Fig. 1: close-up of the layout
Window x 28 to 78, y 51 to 101 um. Cells in gray, sequential cells in the stronger gray; small squares are vias.
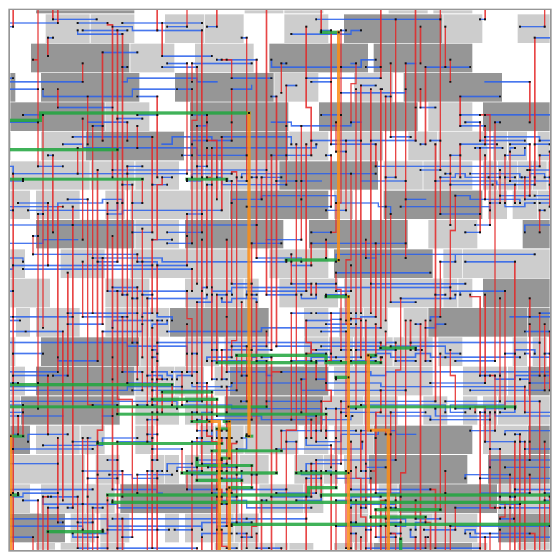
Fig. 2: wire density map
(3 px per um) 21 x 22 tiles, from dark purple (low) to yellow (high), scaled to the fullest tile. Values are wire area over tile area, all layers added.
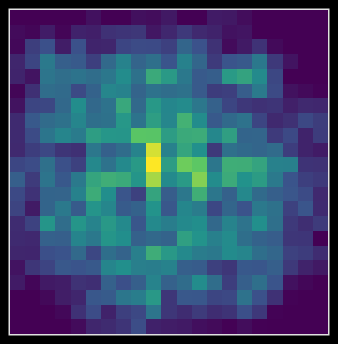
Fig. 3: supply network
(4 px per um) Pins as bars on the die edge.
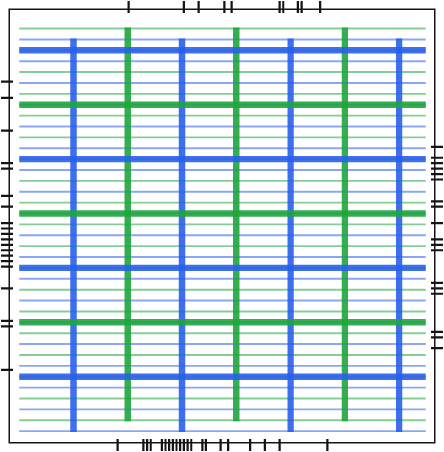
Fig. 4: cells by drive strength
(2 px per um)
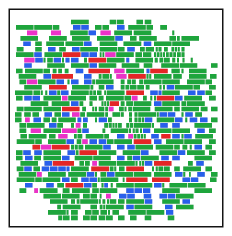
Fig. 5: placed standard cells
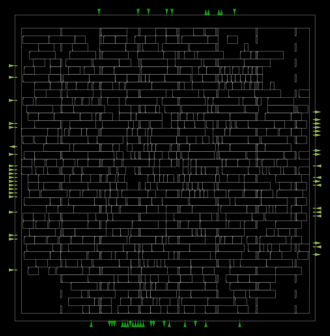
**config.mk**
```make
export PLATFORM = sky130hd
export DESIGN_NAME = xadc_drp_responder
export DESIGN_NICKNAME = d
export VERILOG_FILES = /design/src/rtl/xadc_drp_responder.sv
export SDC_FILE = /design/constraint.sdc
export NUM_CORES = 1
export LEC_CHECK = 0
export CORE_AREA = 2 2 104 106
export DETAILED_ROUTE_END_ITERATION = 8
export DIE_AREA = 0 0 106 108
export GPL_ROUTABILITY_DRIVEN = 1
export PLACE_DENSITY = 0.83
export SLEW_MARGIN = 20
export SYNTH_ARGS = -nofsm -noshare
export SYNTH_HDL_FRONTEND = slang
export SYNTH_SLANG_ARGS = --single-unit
```
**constraint.sdc**
```tcl
create_clock -name CLK_100MHz -period 12.6 [get_ports CLK_100MHz]
set_input_delay 3.15 -clock CLK_100MHz [delete_from_list [all_inputs] [get_ports CLK_100MHz]]
set_output_delay 3.15 -clock CLK_100MHz [all_outputs]
set_load 0.1 [all_outputs]
```
**src/rtl/xadc_drp_responder.sv**
```systemverilog
// XADC-compatible DRP responder: stores external ADC samples for VAUX7/14/15
// and answers DRP reads/writes with a fixed, parameterised latency.
module xadc_drp_responder #(
    parameter int unsigned DRP_LATENCY = 4,   // 1..15
    parameter int unsigned CFG_DEPTH   = 3    // 1..63
) (
    input  logic        CLK_100MHz,
    input  logic        SW3_RST,
    input  logic        den_in,
    input  logic        dwe_in,
    input  logic [6:0]  daddr_in,
    input  logic [15:0] di_in,
    output logic [15:0] do_out,
    output logic        drdy_out,
    input  logic        smp_valid,
    input  logic [4:0]  smp_ch,
    input  logic [11:0] smp_data,
    output logic        eoc_out,
    output logic [4:0]  channel_out,
    output logic        drp_err
);

    localparam logic [3:0] LAT_LOAD = 4'(DRP_LATENCY - 1);
    localparam int unsigned CFG_BASE = 'h40;

    localparam logic [6:0] A_VAUX7  = 7'h17;
    localparam logic [6:0] A_VAUX14 = 7'h1E;
    localparam logic [6:0] A_VAUX15 = 7'h1F;
    localparam logic [6:0] A_FRESH  = 7'h3F;

    typedef enum logic [1:0] {
        S_IDLE,
        S_WAIT,
        S_RESP
    } state_t;

    state_t                      state_q, state_d;
    logic [3:0]                  cnt_q, cnt_d;
    logic [15:0]                 snap_q, snap_d;
    logic [15:0]                 do_q, do_d;
    logic                        drdy_q, drdy_d;
    logic [15:0]                 res7_q, res7_d;
    logic [15:0]                 res14_q, res14_d;
    logic [15:0]                 res15_q, res15_d;
    logic [2:0]                  fresh_q, fresh_d;   // {15, 14, 7}
    logic [CFG_DEPTH-1:0][15:0]  cfg_q, cfg_d;
    logic                        eoc_q, eoc_d;
    logic [4:0]                  chan_q, chan_d;
    logic                        err_q, err_d;

    logic        hit7, hit14, hit15, smp_ok;
    logic [15:0] rd_data;

    assign hit7   = smp_valid && (smp_ch == 5'd7);
    assign hit14  = smp_valid && (smp_ch == 5'd14);
    assign hit15  = smp_valid && (smp_ch == 5'd15);
    assign smp_ok = hit7 || hit14 || hit15;

    // Read mux works on the pre-edge register values, so a sample landing
    // on the den_in edge is not visible to that read.
    always_comb begin
        rd_data = '0;
        case (daddr_in)
            A_VAUX7:  rd_data = res7_q;
            A_VAUX14: rd_data = res14_q;
            A_VAUX15: rd_data = res15_q;
            A_FRESH:  rd_data = {13'b0, fresh_q};
            default: begin
                for (int unsigned i = 0; i < CFG_DEPTH; i++) begin
                    if (daddr_in == 7'(CFG_BASE + i)) rd_data = cfg_q[i];
                end
            end
        endcase
    end

    always_comb begin
        state_d = state_q;
        cnt_d   = cnt_q;
        snap_d  = snap_q;
        do_d    = do_q;
        drdy_d  = 1'b0;
        res7_d  = res7_q;
        res14_d = res14_q;
        res15_d = res15_q;
        fresh_d = fresh_q;
        cfg_d   = cfg_q;
        eoc_d   = 1'b0;
        chan_d  = chan_q;
        err_d   = err_q;

        if (hit7)  res7_d  = {smp_data, 4'h0};
        if (hit14) res14_d = {smp_data, 4'h0};
        if (hit15) res15_d = {smp_data, 4'h0};
        if (smp_ok) begin
            chan_d = smp_ch;
            eoc_d  = 1'b1;
        end

        case (state_q)
            S_IDLE: begin
                if (den_in) begin
                    if (dwe_in) begin
                        snap_d = '0;
                        for (int unsigned i = 0; i < CFG_DEPTH; i++) begin
                            if (daddr_in == 7'(CFG_BASE + i)) cfg_d[i] = di_in;
                        end
                    end else begin
                        snap_d = rd_data;
                        if (daddr_in == A_VAUX7)  fresh_d[0] = 1'b0;
                        if (daddr_in == A_VAUX14) fresh_d[1] = 1'b0;
                        if (daddr_in == A_VAUX15) fresh_d[2] = 1'b0;
                    end
                    cnt_d = LAT_LOAD;
                    if (DRP_LATENCY == 1) begin
                        state_d = S_RESP;
                        drdy_d  = 1'b1;
                        do_d    = snap_d;
                    end else begin
                        state_d = S_WAIT;
                    end
                end
            end
            S_WAIT: begin
                if (den_in) err_d = 1'b1;
                cnt_d = cnt_q - 4'd1;
                // drdy/do are registered, so leave WAIT as the count reaches 0
                if (cnt_q <= 4'd1) begin
                    state_d = S_RESP;
                    drdy_d  = 1'b1;
                    do_d    = snap_q;
                end
            end
            S_RESP: begin
                if (den_in) err_d = 1'b1;
                state_d = S_IDLE;
            end
            default: state_d = S_IDLE;
        endcase

        // Sample set applied last so it wins over a same-edge read clear
        if (hit7)  fresh_d[0] = 1'b1;
        if (hit14) fresh_d[1] = 1'b1;
        if (hit15) fresh_d[2] = 1'b1;
    end

    always_ff @(posedge CLK_100MHz or posedge SW3_RST) begin
        if (SW3_RST) begin
            state_q <= S_IDLE;
            cnt_q   <= '0;
            snap_q  <= '0;
            do_q    <= '0;
            drdy_q  <= 1'b0;
            res7_q  <= '0;
            res14_q <= '0;
            res15_q <= '0;
            fresh_q <= '0;
            cfg_q   <= '0;
            eoc_q   <= 1'b0;
            chan_q  <= '0;
            err_q   <= 1'b0;
        end else begin
            state_q <= state_d;
            cnt_q   <= cnt_d;
            snap_q  <= snap_d;
            do_q    <= do_d;
            drdy_q  <= drdy_d;
            res7_q  <= res7_d;
            res14_q <= res14_d;
            res15_q <= res15_d;
            fresh_q <= fresh_d;
            cfg_q   <= cfg_d;
            eoc_q   <= eoc_d;
            chan_q  <= chan_d;
            err_q   <= err_d;
        end
    end

    assign do_out      = do_q;
    assign drdy_out    = drdy_q;
    assign eoc_out     = eoc_q;
    assign channel_out = chan_q;
    assign drp_err     = err_q;

endmodule
```
==> impl_metrics.py <==
# Synthesis and PnR figures
metrics = {
    "worst_hold_path": {
        "min_path_cells": 1,
        "worstHoldPathType": "flop to flop",
        "hp-start": "channel_out[1]",
        "min_to": "channel_out[1]",
    },
    "route": {
        "dr.pass1.iters": 5,
        "wl_per_cell_um": 20.0,
        "drc_errors": 0,
        "drtIter0Drc": 332,
        "detailroute.via_count": 4181,
        "ant_nets": 0,
        "wl_um": 13900,
        "viasPerCell": 6.02,
    },
    "layout": {
        "flops": 133,
        "diodes": 0,
        "clkbuf_count": 19,
        "stdcell_count": 695,
        "final_cell_mix": "dfrtp_1 (133), mux2_2 (107), clkdlybuf4s50_1 (68), nand2_1 (41)",
        "drive_above_1_share_pct": 29.5,
        "comb_share_pct": 34.2,
        "final_cell_area_um2": 7460,
        "largest_cell_class": "registers",
        "layout.nets": 596,
        "nMultiInputCombCells": 303,
        "regArea_um2": 3330,
        "num-nonclk-buffers": 74,
        "layout.cells.most_common": "dfrtp_1",
        "buf_share_pct": 9.78,
        "area.combinational_um2": 2550,
        "inverters": 17,
        "clkCellAreaFrac_pct": 8.22,
    },
    "sta": {
        "fin_crit_ns": 5.58,
        "fin_worst_skew_ns": 0.00638,
        "slew_headroom_pct": 29.6,
        "rsz0062_at_grt": "no",
        "maxSlewViolCount": 0,
        "tightestPinTransition_ns": 1.05,
        "hold_violations": 0,
        "fin_crit_sh_pct": 44.3,
        "fin_setup_tns_ns": 0,
        "max_freq_mhz": 179,
        "setup_viol": 0,
        "holdWs_ns": 0.467,
        "fin_ws_ns": 7.02,
    },
    "yosys": {
        "edf_count": 0,
        "muxShareOfSynthArea_pct": 24.4,
        "yosysWarnings": 0,
        "syn_area_um2": 6090,
        "most_common_cell": "dfrtp_1",
        "logic_family": "multiplexers",
        "ff_type": "dfrtp_1",
        "synthCells": 479,
        "ys_area_um2": 6090,
        "avgSynthCellArea_um2": 12.7,
        "ys_cells": 479,
        "synth_seq_share_pct": 54.6,
        "yosys-top-cells-count": "dfrtp_1 (133), mux2_2 (107), nand2_1 (41)",
        "topCellsByArea": "dfrtp_1 (55%), mux2_2 (20%), nand2_1 (2.5%), mux2_4 (2.5%), mux2i_1 (2.1%)",
        "ys_ff": 133,
        "synth_nets": 529,
        "postSynth.asyncResetShare_pct": 100,
        "xor_share_pct": 0,
        "ys_sh_aoi_pct": 6.86,
        "adder_share_pct": 1.03,
        "yosysTopAreaCell": "dfrtp_1",
    },
    "critical_path": {
        "cp_slowest_cell": "clkdlybuf4s50_1",
        "startpoint_type": "primary input",
        "worst_ep_required_time_ns": 13.00,
        "path_class": "primary input to flop",
        "rrSetupSlack_ns": 10.26,
        "r2r_cells": 6,
        "cp_top_family": "simple AND/OR/NAND/NOR gates",
        "cp_num_cells": 5,
        "crit_chain": "clkdlybuf4s50_1 -> nor2_1 -> and3_1 -> nand2b_1 -> mux2_2",
        "crit_end": "cfg_q[20]",
        "crit_path_max_incr_delay_ns": 1.16,
        "critPathLaunch": "daddr_in[3]",
        "crit_path_end_kind": "flop",
        "worst_ep_arrival_time_ns": 5.98,
        "path_max_fanout": 25,
        "r2r_start": "state_q[1]",
        "regToRegEndpoint": "snap_q[14]",
        "crit_buf_inv": 1,
    },
    "die": {
        "fp_util_pct": 59.5,
        "dieHeight_um": 108,
        "rows": 37,
        "tap_cells": 136,
        "die-area_um2": 11400,
        "pin_count": 69,
        "die_w_um": 106,
    },
    "clock_network": {
        "cts_max_path_buffers": 2,
        "post_cts_buffers": 0,
        "clock-sinks": 133,
        "cts_resized": 0,
        "cts_tree": "built",
        "numCtsBuffers": 17,
        "cts_max_level": 4,
        "clock-root-buffer": "clkbuf_8",
        "hold_buffers": 0,
        "clk_pin_slew_ns": 0.06,
        "clock_latency_ns": 0.52,
    },
    "placed_design": {
        "gp_congestion": 0.897,
        "portBuffers": 68,
        "dp_hpwl_um": 9300,
        "numPlacedInstances": 662,
        "dp_slack_ns": 6.34,
        "dpl_cell_area_um2": 6840,
    },
    "grt": {
        "grt_usage_pct": 25.9,
        "antenna_found_initial": 0,
        "grt_overflow": 0,
        "grt_max_degree": 76,
        "first_global_vias": 4418,
        "grt_pass1_wl_um": 22400,
    },
    "power_and_ir_drop": {
        "p_leak_nw": 3.45,
        "power.density_nw_per_um2": 163,
        "total_power_mw": 1.22,
        "ir_worst_vdd_mv": 0.0843,
    },
    "run_status": {
        "status": "completed",
    },
    "run": {
        "log.warning_count": 29,
        "maxCapViolations": 0,
    },
}
Notes on Fig. 1 above:
legend:
  orange:
    layer: met4
  red:
    layer: met2
  blue:
    layer: met1
  green:
    layer: met3
sequential cells in the window: 35
netlist names of flops here include: cfg_q (13), snap_q (10), do_out (4)
most frequent: dfrtp_1 (35), mux2_2 (23), nand2_1 (15)
cells with their middle in the window: 163

Notes on Fig. 2 above:
densest ninth of the die: middle
emptiest ninth of the die: top right
mean over tiles: 0.19
tiles over half the peak: 11%
nearly empty tiles: 12%

Notes on Fig. 3 above:
legend:
  green:
    net: VDD
  blue:
    net: VSS
met4 straps: 7
met5 straps: 7
rows: 37
met1 rails: 38

Notes on Fig. 4 above:
legend:
  blue:
    size: drive 2
    cells: 118
  red:
    size: drive 6 and up
    cells: 23
  green:
    size: drive 1 or less
    cells: 394
  magenta:
    size: drive 3 to 4
    cells: 24

Notes on Fig. 5 above:
final core utilization: 72.9%
core area: 10200 um^2
Seq/total area: 44.6%
tally of filler cells in the layout: 674

## where the power goes
group / total, mW / switching (mW) / leakage [nW] / internal, mW
sequential: 0.499 / 0.0267 / 1.77 / 0.472
clock: 0.507 / 0.181 / 0.298 / 0.326
combinational: 0.211 / 0.126 / 1.38 / 0.0854
total: 1.22 / 0.334 / 3.45 / 0.884
## metal layers
layer  vias to the layer above  wire length [um]  track usage [%]
met5                         -                 0                0
met1                      2127              5780             33.1
li1                       1874                 -                -
met3                        29               850             5.85
met4                         0               260             10.2
met2                       151              6980             43.6
## state kept, by name (all words and copies together) (netlist names), 3 cells and up
name and flops:
cfg_q 48, channel_out 5, cnt_q 4, do_out 16, fresh_q 3, res14_q 12, res15_q 12, res7_q 12
snap_q 16
Power is estimated from default activity; no workload was simulated.
